### Sequential cells grouped by signal name

(6 px per um)
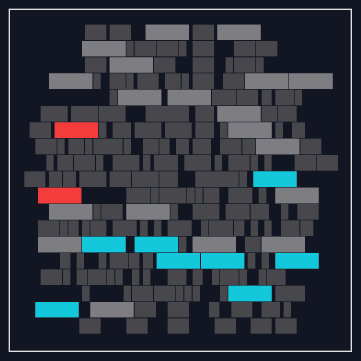
### Cell placement

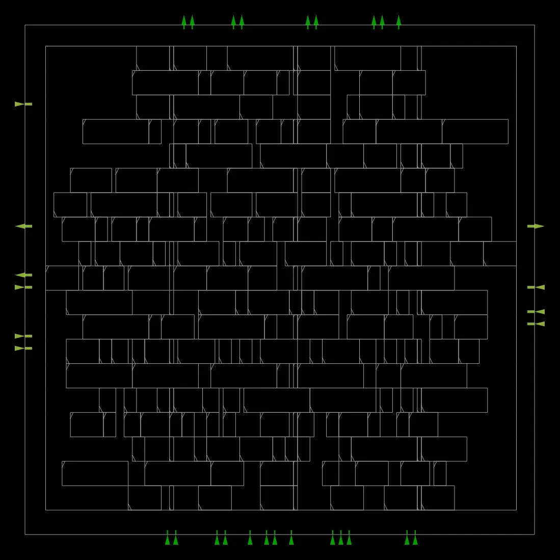
File: config.mk
export PLATFORM = sky130hd
export DESIGN_NAME = nibble_sub_seq
export DESIGN_NICKNAME = d
export VERILOG_FILES = /design/src/rtl/nibble_pkg.sv /design/src/rtl/nibble_sub_cell.sv /design/src/rtl/nibble_sub_seq.sv
export SDC_FILE = /design/constraint.sdc
export NUM_CORES = 1
export LEC_CHECK = 0
export ABC_CLOCK_PERIOD_IN_PS = 4080
export CORE_MARGIN = 2
export CORE_UTILIZATION = 53
export DETAILED_ROUTE_END_ITERATION = 8
export PLACE_DENSITY = 0.83
export SLEW_MARGIN = 20
export SYNTH_ARGS = -nofsm -noshare
export SYNTH_HDL_FRONTEND = slang
export SYNTH_HIERARCHICAL = 1
export SYNTH_SLANG_ARGS = --single-unit
export TNS_END_PERCENT = 20
File: constraint.sdc
create_clock -name clk -period 4.08 [get_ports clk]
set_input_delay 0.816 -clock clk [delete_from_list [all_inputs] [get_ports clk]]
set_output_delay 0.816 -clock clk [all_outputs]
set_load 0.02 [all_outputs]
File: src/rtl/nibble_pkg.sv
// ---------------------------------------------------------------------------
// nibble_pkg : shared constants for the sequential nibble subtractor
// Rev 1.0
// ---------------------------------------------------------------------------
`default_nettype none

package nibble_pkg;

   localparam int NIB_W = 4;

   localparam logic [1:0] ST_IDLE = 2'd0;
   localparam logic [1:0] ST_LO   = 2'd1;
   localparam logic [1:0] ST_HI   = 2'd2;
   localparam logic [1:0] ST_DONE = 2'd3;

   localparam logic MODE_SPLIT = 1'b0;
   localparam logic MODE_CHAIN = 1'b1;

endpackage

`default_nettype wire

File: src/rtl/nibble_sub_cell.sv
// ---------------------------------------------------------------------------
// nibble_sub_cell : combinational nibble subtractor with borrow in/out
// Rev 1.0
// ---------------------------------------------------------------------------
`default_nettype none

module nibble_sub_cell
   import nibble_pkg::*;
(
   input  logic [NIB_W-1:0] a,
   input  logic [NIB_W-1:0] b,
   input  logic             bin,
   output logic [NIB_W-1:0] d,
   output logic             bout
);

   // Borrow is the sign bit of the zero-extended difference.
   assign {bout, d} = {1'b0, a} - {1'b0, b} - {{NIB_W{1'b0}}, bin};

endmodule

`default_nettype wire

File: src/rtl/nibble_sub_seq.sv
// ---------------------------------------------------------------------------
// nibble_sub_seq : two-step nibble subtractor, split or borrow-chained mode
// Rev 1.0
// ---------------------------------------------------------------------------
`default_nettype none

module nibble_sub_seq #(
   parameter int NIB_W = 4
) (
   input  logic               clk,
   input  logic               rst,
   input  logic               start,
   input  logic [2*NIB_W-1:0] A,
   input  logic [2*NIB_W-1:0] B,
   input  logic               ctrl,
   output logic               busy,
   output logic               done,
   output logic [2*NIB_W-1:0] diff,
   output logic [1:0]         bout
);

   import nibble_pkg::*;

   logic [1:0]         r_state;
   logic [1:0]         w_next;
   logic [2*NIB_W-1:0] r_a;
   logic [2*NIB_W-1:0] r_b;
   logic               r_ctrl;
   logic [2*NIB_W-1:0] r_diff;
   logic [1:0]         r_bout;

   logic [NIB_W-1:0]   w_cell_a;
   logic [NIB_W-1:0]   w_cell_b;
   logic               w_cell_bin;
   logic [NIB_W-1:0]   w_cell_d;
   logic               w_cell_bout;

   // One cell is shared: HI selects the upper nibbles and, when chained, the LO borrow.
   assign w_cell_a   = (r_state == ST_HI) ? r_a[2*NIB_W-1:NIB_W] : r_a[NIB_W-1:0];
   assign w_cell_b   = (r_state == ST_HI) ? r_b[2*NIB_W-1:NIB_W] : r_b[NIB_W-1:0];
   assign w_cell_bin = (r_state == ST_HI) && (r_ctrl == MODE_CHAIN) && r_bout[0];

   nibble_sub_cell u_cell (
      .a    (w_cell_a),
      .b    (w_cell_b),
      .bin  (w_cell_bin),
      .d    (w_cell_d),
      .bout (w_cell_bout)
   );

   always_ff @(posedge clk) begin
      if (rst) begin
         r_state <= ST_IDLE;
      end else begin
         r_state <= w_next;
      end
   end

   always_comb begin
      w_next = r_state;
      case (r_state)
         ST_IDLE: if (start) w_next = ST_LO;
         ST_LO:   w_next = ST_HI;
         ST_HI:   w_next = ST_DONE;
         ST_DONE: w_next = ST_IDLE;
         default: w_next = ST_IDLE;
      endcase
   end

   always_comb begin
      busy = (r_state != ST_IDLE);
      done = (r_state == ST_DONE);
   end

   always_ff @(posedge clk) begin
      if (rst) begin
         r_a    <= '0;
         r_b    <= '0;
         r_ctrl <= MODE_SPLIT;
         r_diff <= '0;
         r_bout <= 2'b00;
      end else begin
         case (r_state)
            ST_IDLE: begin
               if (start) begin
                  r_a    <= A;
                  r_b    <= B;
                  r_ctrl <= ctrl;
               end
            end
            ST_LO: begin
               r_diff[NIB_W-1:0] <= w_cell_d;
               r_bout[0]         <= w_cell_bout;
            end
            ST_HI: begin
               r_diff[2*NIB_W-1:NIB_W] <= w_cell_d;
               r_bout[1]               <= w_cell_bout;
            end
            default: ;
         endcase
      end
   end

   assign diff = r_diff;
   assign bout = r_bout;

endmodule

`default_nettype wire

==> run_results.csv <==
group,metric,value,unit
grt,grt-ovfl-total,0,
final_timing,hold_viol,0,
finish,antennaDiodeCount,0,
power,peakVddDrop,0.0004799,V
worst_setup_path,crit_chain,"inv_1, ha_1, mux2_2, fa_1, fa_1, nand2b_1, a21oi_2, xor2_1, mux2i_1, nor2_1",
cts,clock_path_buffers,2,
cts,cts.root.buffer_cell,"clkbuf_4",
final_timing,finalSetupTns,0,ns
cts,cts_buffers,5,
grt,antenna_found_initial,0,
cts,htreeDepth,2,
worst_setup_path,crit_family,"adder cells",
drt,ant_nets,0,
floorplan,io_pins,32,
final_timing,fin_crit,2.941,ns
floorplan,die_area,3221,um2
grt,grt_pass1_vias,1156,
grt,grt_usage,20.08,%
floorplan,die-height,56.76,um
status,status,"finished, final reports clean",
logic_synthesis,yosys.cell_types.count,23,
min_path,hold_path.class,"reg -> reg",
finish,layout.nets,221,
placement,dpl_worst_slack,1.133,ns
placement,dp_hpwl,2129,um
logic_synthesis,syn_area_per_cell,9.336,um2
finish,fin_area,1822,um2
final_timing,setup_viol,0,
logic_synthesis,synth_cells,158,
logic_synthesis,yosys_warnings,6,
finish,syn_to_final_growth,23.49,%
worst_setup_path,cp_max_fo,9,
worst_setup_path,worst-path-buf-inv,1,
worst_setup_path,arrival,3.20,ns
logic_synthesis,synth_top_flop_cell,"dfxtp_1",
power,finalPower,1.123,mW
power,power_density,616.2,nW/um2
floorplan,die_w,56.76,um
cts,hold_buffers,0,
worst_setup_path,startpoint_type,"flip-flop",
logic_synthesis,yosys_cells,158,
run,max-cap-violations,0,
logic_synthesis,edf_count,0,
worst_setup_path,slowest_delay,0.47,ns
finish,final_cell_mix,"32 x nand2_1, 30 x clkdlybuf4s50_1, 29 x dfxtp_1",
cts,clkLatencyLatePin,0.33,ns
placement,place_area,1757,um2
-- 'Sequential cells grouped by signal name' (at the start) --
legend:
  red:
    signal: `r_state`
    sequential_cells: 2
  cyan:
    signal: `r_a`
    sequential_cells: 8
not colored: 19
Seq/total area: 31.87%
Seq group: 0.387 mW
Core Util, Final: 67.22%
Flop area: 580.6 um2

-- 'Cell placement' (at the start) --
flip-flops: 29
FP Rows: 19

per-layer routing:
metal,part of all wire [%],GRT usage [%]
met1,43,21.47
met2,52,35.22
met3,4.6,8.525
met4,0.74,6.977
met5,0,0
cell families after synthesis:
family	count (synthesis)	synth area share, %
flip-flops	29	39.36
adder cells (fa/ha/maj)	13	12.04
XOR/XNOR	4	2.375
AND/OR/NAND/NOR	53	15.01
multiplexers	19	13.57
AND-OR/OR-AND	20	9.753
buffers and inverters	20	7.888
report_power, final:
group	switching [mW]	internal (mW)	total (mW)	leakage, nW
Sequential	0.0395	0.347	0.387	0.237
Clock	0.0997	0.0997	0.199	0.0413
Combinational	0.289	0.247	0.536	0.452
path summary, 6_finish.rpt:
check | from | to | slack [ns] | depth (start not counted)
worst max-delay path | r_state[0] | bout[0] | 1.14 | 10
worst min-delay path | r_a[2] | r_a[2] | 0.46 | 2
worst max register to register | r_state[0] | bout[0] | 1.14 | 10
worst min register to register | r_a[2] | r_a[2] | 0.46 | 2
flip-flops by register name (all words and copies together) (netlist names):
signal	count
bout	2
r_a	8
r_b	8
r_ctrl	1
r_state	2
diff	8
layout make-up:
type / instances / area, um2 / share of cell area, %
clock buffers: 7 / 65.06 / 3.571
clock inverters: 1 / 5.005 / 0.2747
inverters: 11 / 41.29 / 2.266
multi-input cells: 109 / 778.2 / 42.72
flip-flops and latches: 29 / 580.6 / 31.87
well taps: 31 / 38.79 / 2.129
repair buffers: 32 / 312.8 / 17.17
through the flow:
stage,instances,hold WS [ns],util (%)
3_5_place_dp,212,0.4540,64.82
3_3_place_gp,212,0.4457,64.82
6_report,220,0.4605,67.22
4_1_cts,220,0.4671,67.41
5_1_grt,220,0.4874,67.22
2_1_floorplan,158,0.4329,-
Yosys cell counts, types with 2 or more instances:
cell type | number | area (um2)
mux2i_1 | 11 | 110.1
nand2_2 | 3 | 18.77
buf_6 | 2 | 22.52
buf_2 | 5 | 25.02
dfxtp_1 | 29 | 580.6
a21oi_2 | 11 | 96.34
a21oi_1 | 7 | 35.03
inv_1 | 11 | 41.29
nor2_1 | 13 | 48.80
xor2_1 | 4 | 35.03
mux2_2 | 8 | 90.09
fa_1 | 2 | 40.04
ha_1 | 11 | 137.6
nand2_1 | 32 | 120.1
worst register-to-register path: stages, from the launching register on:
cell	delay, ns
dfxtp_1	0.35
inv_1	0.11
ha_1	0.41
mux2_2	0.41
fa_1	0.47
fa_1	0.42
nand2b_1	0.17
a21oi_2	0.14
xor2_1	0.20
mux2i_1	0.10
nor2_1	0.09
No activity file was given, so power comes from the tool's default toggle rates.
